## src/rtl/mem_bus_arbiter_pkg.sv

```systemverilog
// Shared definitions for the memory bus arbiter: access-size encodings
// and the arbiter FSM state type.
// Optional build macro: MEM_ARB_TIMEOUT_EN (undefined by default).
package mem_bus_arbiter_pkg;

    // Access size encodings presented on SIZE / d_size
    localparam logic [1:0] SIZE_BYTE = 2'd0;
    localparam logic [1:0] SIZE_HALF = 2'd1;
    localparam logic [1:0] SIZE_WORD = 2'd2;

    typedef enum logic [1:0] {
        ST_IDLE   = 2'd0,
        ST_BUSY_D = 2'd1,
        ST_BUSY_I = 2'd2,
        ST_ACK    = 2'd3
    } arb_state_e;

    // True while an access is outstanding on the bus
    function automatic logic is_busy(input arb_state_e s);
        return (s == ST_BUSY_D) || (s == ST_BUSY_I);
    endfunction

endpackage

```

## src/rtl/mem_arb_starve_ctr.sv

```systemverilog
// Starvation counter: counts consecutive data grants taken while a fetch
// is waiting, and raises force_fetch once STARVE_MAX has been reached.
module mem_arb_starve_ctr #(
    parameter int STARVE_MAX = 4
) (
    input  logic clk,
    input  logic rst_n,
    input  logic i_req,
    input  logic gnt_data,
    input  logic gnt_fetch,
    output logic force_fetch
);

    localparam int CNT_W = (STARVE_MAX < 1) ? 1 : $clog2(STARVE_MAX + 1);

    logic [CNT_W-1:0] cnt_q;
    logic [CNT_W-1:0] cnt_d;

    // Next count: clear when no fetch waits or fetch is granted, else saturate up on data grants
    always_comb begin
        cnt_d = cnt_q;
        if (!i_req || gnt_fetch) begin
            cnt_d = '0;
        end else if (gnt_data && (cnt_q != CNT_W'(STARVE_MAX))) begin
            cnt_d = cnt_q + 1'b1;
        end
    end

    // Counter register
    always_ff @(posedge clk or negedge rst_n) begin
        if (!rst_n) begin
            cnt_q <= '0;
        end else begin
            cnt_q <= cnt_d;
        end
    end

    assign force_fetch = (cnt_q == CNT_W'(STARVE_MAX));

endmodule

```

## src/rtl/mem_bus_arbiter.sv

```systemverilog
// Shares the single external memory port between the instruction-fetch
// and MEM-stage data requesters. The winning request is registered onto
// the bus, held until mem_rdy, and completed with a one-cycle ack.
// Optional build macro: MEM_ARB_TIMEOUT_EN adds bus_err and a BUSY
// timeout of TIMEOUT_CYC cycles.
module mem_bus_arbiter
    import mem_bus_arbiter_pkg::*;
#(
    parameter int ADDR_W     = 32,
    parameter int DATA_W     = 32,
    parameter int STARVE_MAX = 4
`ifdef MEM_ARB_TIMEOUT_EN
    ,
    parameter int TIMEOUT_CYC = 16
`endif
) (
    input  logic              clk,
    input  logic              rst_n,
    input  logic              i_req,
    input  logic [ADDR_W-1:0] i_addr,
    output logic [DATA_W-1:0] i_rdata,
    output logic              i_ack,
    input  logic              d_req,
    input  logic              d_write,
    input  logic [1:0]        d_size,
    input  logic [ADDR_W-1:0] d_addr,
    input  logic [DATA_W-1:0] d_wdata,
    output logic [DATA_W-1:0] d_rdata,
    output logic              d_ack,
    output logic              MREQ,
    output logic              WRITE,
    output logic [1:0]        SIZE,
    output logic [ADDR_W-1:0] DAD,
    output logic [DATA_W-1:0] DDT_o,
    output logic              DDT_oe,
    input  logic [DATA_W-1:0] DDT_i,
    input  logic              mem_rdy,
`ifdef MEM_ARB_TIMEOUT_EN
    output logic              bus_err,
`endif
    output logic              stall_if,
    output logic              stall_mem
);

    arb_state_e        state_q, state_d;
    logic              mreq_q, mreq_d;
    logic              write_q, write_d;
    logic [1:0]        size_q, size_d;
    logic [ADDR_W-1:0] dad_q, dad_d;
    logic [DATA_W-1:0] ddt_o_q, ddt_o_d;
    logic              ddt_oe_q, ddt_oe_d;
    logic [DATA_W-1:0] i_rdata_q, i_rdata_d;
    logic [DATA_W-1:0] d_rdata_q, d_rdata_d;
    logic              i_ack_q, i_ack_d;
    logic              d_ack_q, d_ack_d;
    logic              gnt_data, gnt_fetch;
    logic              force_fetch;

`ifdef MEM_ARB_TIMEOUT_EN
    localparam int TO_W = $clog2(TIMEOUT_CYC + 1);
    logic [TO_W-1:0]   to_cnt_q, to_cnt_d;
    logic              bus_err_q, bus_err_d;
    logic              timed_out;

    assign timed_out = (to_cnt_q == TO_W'(TIMEOUT_CYC - 1));
`endif

    mem_arb_starve_ctr #(
        .STARVE_MAX (STARVE_MAX)
    ) u_starve (
        .clk         (clk),
        .rst_n       (rst_n),
        .i_req       (i_req),
        .gnt_data    (gnt_data),
        .gnt_fetch   (gnt_fetch),
        .force_fetch (force_fetch)
    );

    // Next-state and bus register logic: arbitrate in IDLE, hold in BUSY, pulse ack in ACK
    always_comb begin
        state_d   = state_q;
        mreq_d    = mreq_q;
        write_d   = write_q;
        size_d    = size_q;
        dad_d     = dad_q;
        ddt_o_d   = ddt_o_q;
        ddt_oe_d  = ddt_oe_q;
        i_rdata_d = i_rdata_q;
        d_rdata_d = d_rdata_q;
        i_ack_d   = 1'b0;
        d_ack_d   = 1'b0;
        gnt_data  = 1'b0;
        gnt_fetch = 1'b0;
`ifdef MEM_ARB_TIMEOUT_EN
        to_cnt_d  = to_cnt_q;
        bus_err_d = 1'b0;
`endif
        case (state_q)
            ST_IDLE: begin
                // Data has priority unless fetch has waited through STARVE_MAX data grants
                if (i_req && (force_fetch || !d_req)) begin
                    gnt_fetch = 1'b1;
                    mreq_d    = 1'b1;
                    write_d   = 1'b0;
                    size_d    = SIZE_WORD;
                    dad_d     = i_addr;
                    ddt_oe_d  = 1'b0;
                    state_d   = ST_BUSY_I;
`ifdef MEM_ARB_TIMEOUT_EN
                    to_cnt_d  = '0;
`endif
                end else if (d_req) begin
                    gnt_data  = 1'b1;
                    mreq_d    = 1'b1;
                    write_d   = d_write;
                    size_d    = d_size;
                    dad_d     = d_addr;
                    ddt_o_d   = d_wdata;
                    ddt_oe_d  = d_write;
                    state_d   = ST_BUSY_D;
`ifdef MEM_ARB_TIMEOUT_EN
                    to_cnt_d  = '0;
`endif
                end
            end
            ST_BUSY_D, ST_BUSY_I: begin
                if (mem_rdy) begin
                    if (state_q == ST_BUSY_I) begin
                        i_rdata_d = DDT_i;
                        i_ack_d   = 1'b1;
                    end else begin
                        // Stores leave the last load data untouched
                        if (!write_q) begin
                            d_rdata_d = DDT_i;
                        end
                        d_ack_d = 1'b1;
                    end
                    mreq_d   = 1'b0;
                    write_d  = 1'b0;
                    ddt_oe_d = 1'b0;
                    state_d  = ST_ACK;
`ifdef MEM_ARB_TIMEOUT_EN
                end else if (timed_out) begin
                    // Abort: complete the access with an error and no data
                    i_ack_d   = (state_q == ST_BUSY_I);
                    d_ack_d   = (state_q == ST_BUSY_D);
                    bus_err_d = 1'b1;
                    mreq_d    = 1'b0;
                    write_d   = 1'b0;
                    ddt_oe_d  = 1'b0;
                    state_d   = ST_ACK;
                end else begin
                    to_cnt_d = to_cnt_q + 1'b1;
`endif
                end
            end
            ST_ACK: begin
                state_d = ST_IDLE;
            end
            default: begin
                state_d = ST_IDLE;
            end
        endcase
    end

    // State and bus registers; reset abandons any in-flight access
    always_ff @(posedge clk or negedge rst_n) begin
        if (!rst_n) begin
            state_q   <= ST_IDLE;
            mreq_q    <= 1'b0;
            write_q   <= 1'b0;
            size_q    <= 2'd0;
            dad_q     <= '0;
            ddt_o_q   <= '0;
            ddt_oe_q  <= 1'b0;
            i_rdata_q <= '0;
            d_rdata_q <= '0;
            i_ack_q   <= 1'b0;
            d_ack_q   <= 1'b0;
        end else begin
            state_q   <= state_d;
            mreq_q    <= mreq_d;
            write_q   <= write_d;
            size_q    <= size_d;
            dad_q     <= dad_d;
            ddt_o_q   <= ddt_o_d;
            ddt_oe_q  <= ddt_oe_d;
            i_rdata_q <= i_rdata_d;
            d_rdata_q <= d_rdata_d;
            i_ack_q   <= i_ack_d;
            d_ack_q   <= d_ack_d;
        end
    end

`ifdef MEM_ARB_TIMEOUT_EN
    // Timeout counter and error flag
    always_ff @(posedge clk or negedge rst_n) begin
        if (!rst_n) begin
            to_cnt_q  <= '0;
            bus_err_q <= 1'b0;
        end else begin
            to_cnt_q  <= to_cnt_d;
            bus_err_q <= bus_err_d;
        end
    end

    assign bus_err = bus_err_q;
`endif

    assign MREQ      = mreq_q;
    assign WRITE     = write_q;
    assign SIZE      = size_q;
    assign DAD       = dad_q;
    assign DDT_o     = ddt_o_q;
    assign DDT_oe    = ddt_oe_q;
    assign i_rdata   = i_rdata_q;
    assign d_rdata   = d_rdata_q;
    assign i_ack     = i_ack_q;
    assign d_ack     = d_ack_q;
    assign stall_if  = i_req & ~i_ack_q;
    assign stall_mem = d_req & ~d_ack_q;

endmodule
```

## config.mk

```make
export PLATFORM = sky130hd
export DESIGN_NAME = mem_bus_arbiter
export DESIGN_NICKNAME = d
export VERILOG_FILES = /design/src/rtl/mem_bus_arbiter_pkg.sv /design/src/rtl/mem_arb_starve_ctr.sv /design/src/rtl/mem_bus_arbiter.sv
export SDC_FILE = /design/constraint.sdc
export NUM_CORES = 1
export LEC_CHECK = 0
export ABC_CLOCK_PERIOD_IN_PS = 1600
export CAP_MARGIN = 20
export CORE_ASPECT_RATIO = 1.25
export CORE_MARGIN = 2
export CORE_UTILIZATION = 38
export CTS_CLUSTER_DIAMETER = 100
export CTS_CLUSTER_SIZE = 16
export DETAILED_ROUTE_END_ITERATION = 16
export GPL_TIMING_DRIVEN = 0
export PLACE_DENSITY = 0.85
export SYNTH_ARGS = -nofsm -noshare
export SYNTH_HDL_FRONTEND = slang
export SYNTH_SLANG_ARGS = --single-unit
```

## constraint.sdc

```tcl
create_clock -name clk -period 1.6 [get_ports clk]
set_input_delay 0.24 -clock clk [delete_from_list [all_inputs] [get_ports clk]]
set_output_delay 0.24 -clock clk [all_outputs]
set_load 0.1 [all_outputs]
```

Run 1, signal metal coverage by tile:
Drawn at 2 px/µm. 23 x 29 tiles, from black (low) to pale yellow (high), scaled to the fullest tile. Values are wire area over tile area, all layers added.
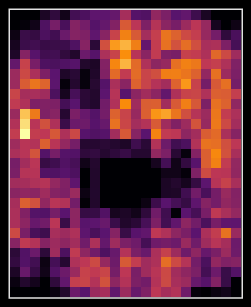
emptiest ninth of the die: center
fullest tile: 0.59
nearly empty tiles: 7.6%
tiles over half the peak: 20%
overall routed net length: 20,000 µm
GRT Total Usage: 0.223

Run 1, drive-strength map:
Drawn at 3 px/µm.
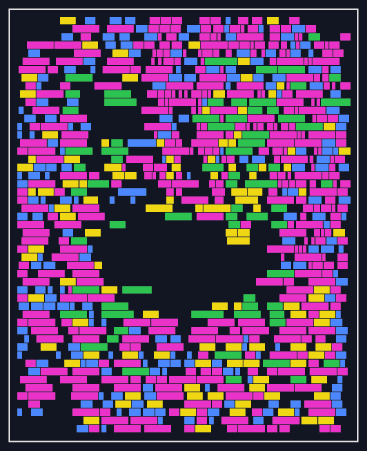
legend:
  _6 and larger:
    color: green
    cells: 70
    share: 8.9%
    most_used: clkbuf_16
  _2 cells:
    color: blue
    cells: 210
    share: 27%
    most_used: clkdlybuf4s18_2
  _3 and _4 cells:
    color: yellow
    cells: 110
    share: 14%
    most_used: mux2_4
  _0 and _1 cells:
    color: magenta
    cells: 400
    share: 51%
    most_used: dfrtp_1

Run 1, the clock network:
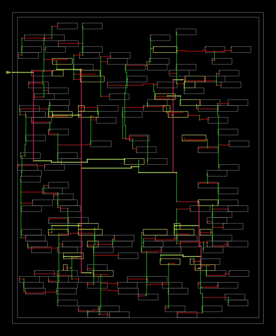
num sequential: 139

==> flow_metrics.py, run 1 <==
# Flow results
metrics = {
    "run_status": {
        "status": "complete, but fails checks",
        "violations": "setup timing",
    },
    "route": {
        "top_layer_used": "met4",
        "viasPerCell": 5.14,
    },
    "sta": {
        "rsz0062_at_grt": "true",
        "setup_violations": 65,
        "layout_setup_ws_ns": -0.154,
        "hold_viol": 0,
    },
    "critical_path": {
        "r2r-end": "d_rdata[24]$_DFFE_PN0P_",
        "slowest_delay_ns": 0.37,
        "r2r_slack_ns": -0.15,
        "path_max_fanout": 5,
        "critical_path.slowest_cell": "dfrtp_1",
        "path_depth": 7,
    },
    "floorplan": {
        "dieArea_um2": 16600,
        "core_um2": 15400,
    },
    "place": {
        "dp_hpwl_um": 13000,
    },
    "finish": {
        "layout_top_cells": "137 x dfrtp_1, 132 x clkdlybuf4s50_1, 64 x clkdlybuf4s18_2",
        "layout.cells.non_filler": 1002,
        "comb_area_frac": 0.255,
    },
    "cts": {
        "clockRootBuffer": "clkbuf_16",
        "cts.sinks": 139,
        "cts_tree": "yes",
        "insertion_delay_ns": 0.42,
        "path_clk_slew_ns": 0.06,
    },
    "synth": {
        "ys_seq_frac": 0.587,
        "compound_area_frac": 0.0859,
        "synthDistinctLibCells": 37,
        "synth_top_cell_by_count": "dfrtp_1",
    },
    "hold_path": {
        "hold_end": "SIZE[0]$_DFFE_PN0P_",
    },
    "job": {
        "log.warning_count": 32,
    },
}
==> run 1 -> run 2 <==
--- a/config.mk
+++ b/config.mk
@@ -5,16 +5,17 @@
 export SDC_FILE = /design/constraint.sdc
 export NUM_CORES = 1
 export LEC_CHECK = 0
-export ABC_CLOCK_PERIOD_IN_PS = 1600
 export CAP_MARGIN = 20
+export CELL_PAD_IN_SITES_DETAIL_PLACEMENT = 0
+export CELL_PAD_IN_SITES_GLOBAL_PLACEMENT = 1
 export CORE_ASPECT_RATIO = 1.25
 export CORE_MARGIN = 2
-export CORE_UTILIZATION = 38
+export CORE_UTILIZATION = 29
 export CTS_CLUSTER_DIAMETER = 100
 export CTS_CLUSTER_SIZE = 16
 export DETAILED_ROUTE_END_ITERATION = 16
 export GPL_TIMING_DRIVEN = 0
-export PLACE_DENSITY = 0.85
+export PLACE_DENSITY = 0.84
 export SYNTH_ARGS = -nofsm -noshare
 export SYNTH_HDL_FRONTEND = slang
 export SYNTH_SLANG_ARGS = --single-unit
Run 2, where the registers sit:
Drawn at 2 px/µm. Other sequential cells in the stronger gray, the rest of the logic in the fainter gray.
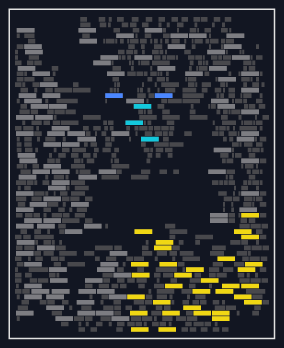
legend:
  `DDT_o`:
    color: yellow
    flops: 32
  `u_starve.cnt_q`:
    color: cyan
    flops: 3
  `SIZE`:
    color: blue
    flops: 2
not colored: 102

==> run 2 against run 1 <==
Compared with the run above:
- clock-buffer cell count fell by 4
- worst setup slack improved by 0.058 ns
- critical path depth rose by 1
- clock skew rose by 0.0036 ns
- synthesized cell count did not move
- the flow still finishes with violations (setup timing)
==> flow_metrics.py, run 2 <==
# Flow results
metrics = {
    "route": {
        "wl_um": 18900,
        "top_layer_used": "met4",
        "drc": 0,
        "viasPerCell": 4.60,
    },
    "sta": {
        "layout_setup_ws_ns": -0.0965,
        "rsz0062_at_grt": "true",
        "finalClockPeriodUsage": 1.06,
        "setup_violations": 50,
        "hold_viol": 0,
    },
    "cts": {
        "path_clk_slew_ns": 0.06,
        "cts_setup_buffers": 17,
        "cts.sinks": 139,
        "clockRootBuffer": "clkbuf_16",
        "insertion_delay_ns": 0.42,
        "cts_tree": "yes",
    },
    "synth": {
        "muxShareOfSynthArea": 0.184,
        "synth_top_cell_by_count": "dfrtp_1",
        "compound_area_frac": 0.0859,
        "synthDistinctLibCells": 37,
        "ys_seq_frac": 0.587,
    },
    "place": {
        "place_congestion": 0.757,
        "place_ws_ns": -1.05,
        "dp_hpwl_um": 12800,
    },
    "run_status": {
        "violations": "setup timing",
        "status": "complete, but fails checks",
    },
    "job": {
        "log.warning_count": 32,
    },
    "floorplan": {
        "dieArea_um2": 21600,
        "core_um2": 20100,
    },
    "finish": {
        "layout.cells.non_filler": 1055,
        "comb_area_frac": 0.255,
        "drive_gt1_frac": 0.483,
        "layout_top_cells": "137 x dfrtp_1, 132 x clkdlybuf4s50_1, 96 x buf_2",
        "ff_count": 139,
    },
    "hold_path": {
        "hold_end": "SIZE[1]$_DFFE_PN0P_",
    },
    "global_routing": {
        "top_usage_layer": "met2",
        "grt_usage": 0.177,
    },
    "critical_path": {
        "critPathCaptureType": "flop",
        "r2r-end": "DDT_o[20]$_DFFE_PN0P_",
        "path_depth": 8,
        "slowest_delay_ns": 0.37,
        "path_max_fanout": 5,
    },
}
Run 2, drive-strength map:
Drawn at 3 px/µm.
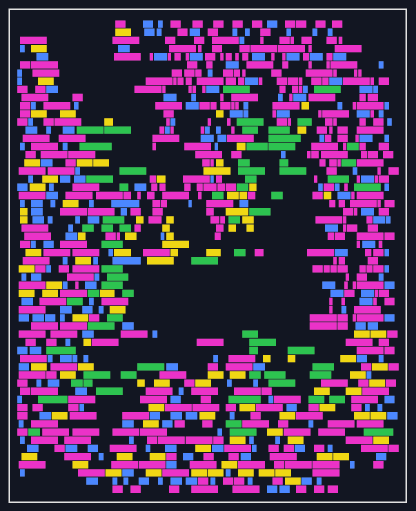
legend:
  _3 and _4 cells:
    color: yellow
    cells: 97
    share: 12%
    most_used: mux2_4
  _2 cells:
    color: blue
    cells: 214
    share: 27%
    most_used: buf_2
  _6 and larger:
    color: green
    cells: 68
    share: 8.7%
    most_used: clkbuf_16
  _0 and _1 cells:
    color: magenta
    cells: 406
    share: 52%
    most_used: dfrtp_1
Area Growth Syn to Fin: 70.9%
Non-Clock Buffer Count: 336
Worst Setup Slack, final: -0.0965 ns
Finished Cell Area: 10,100 µm²

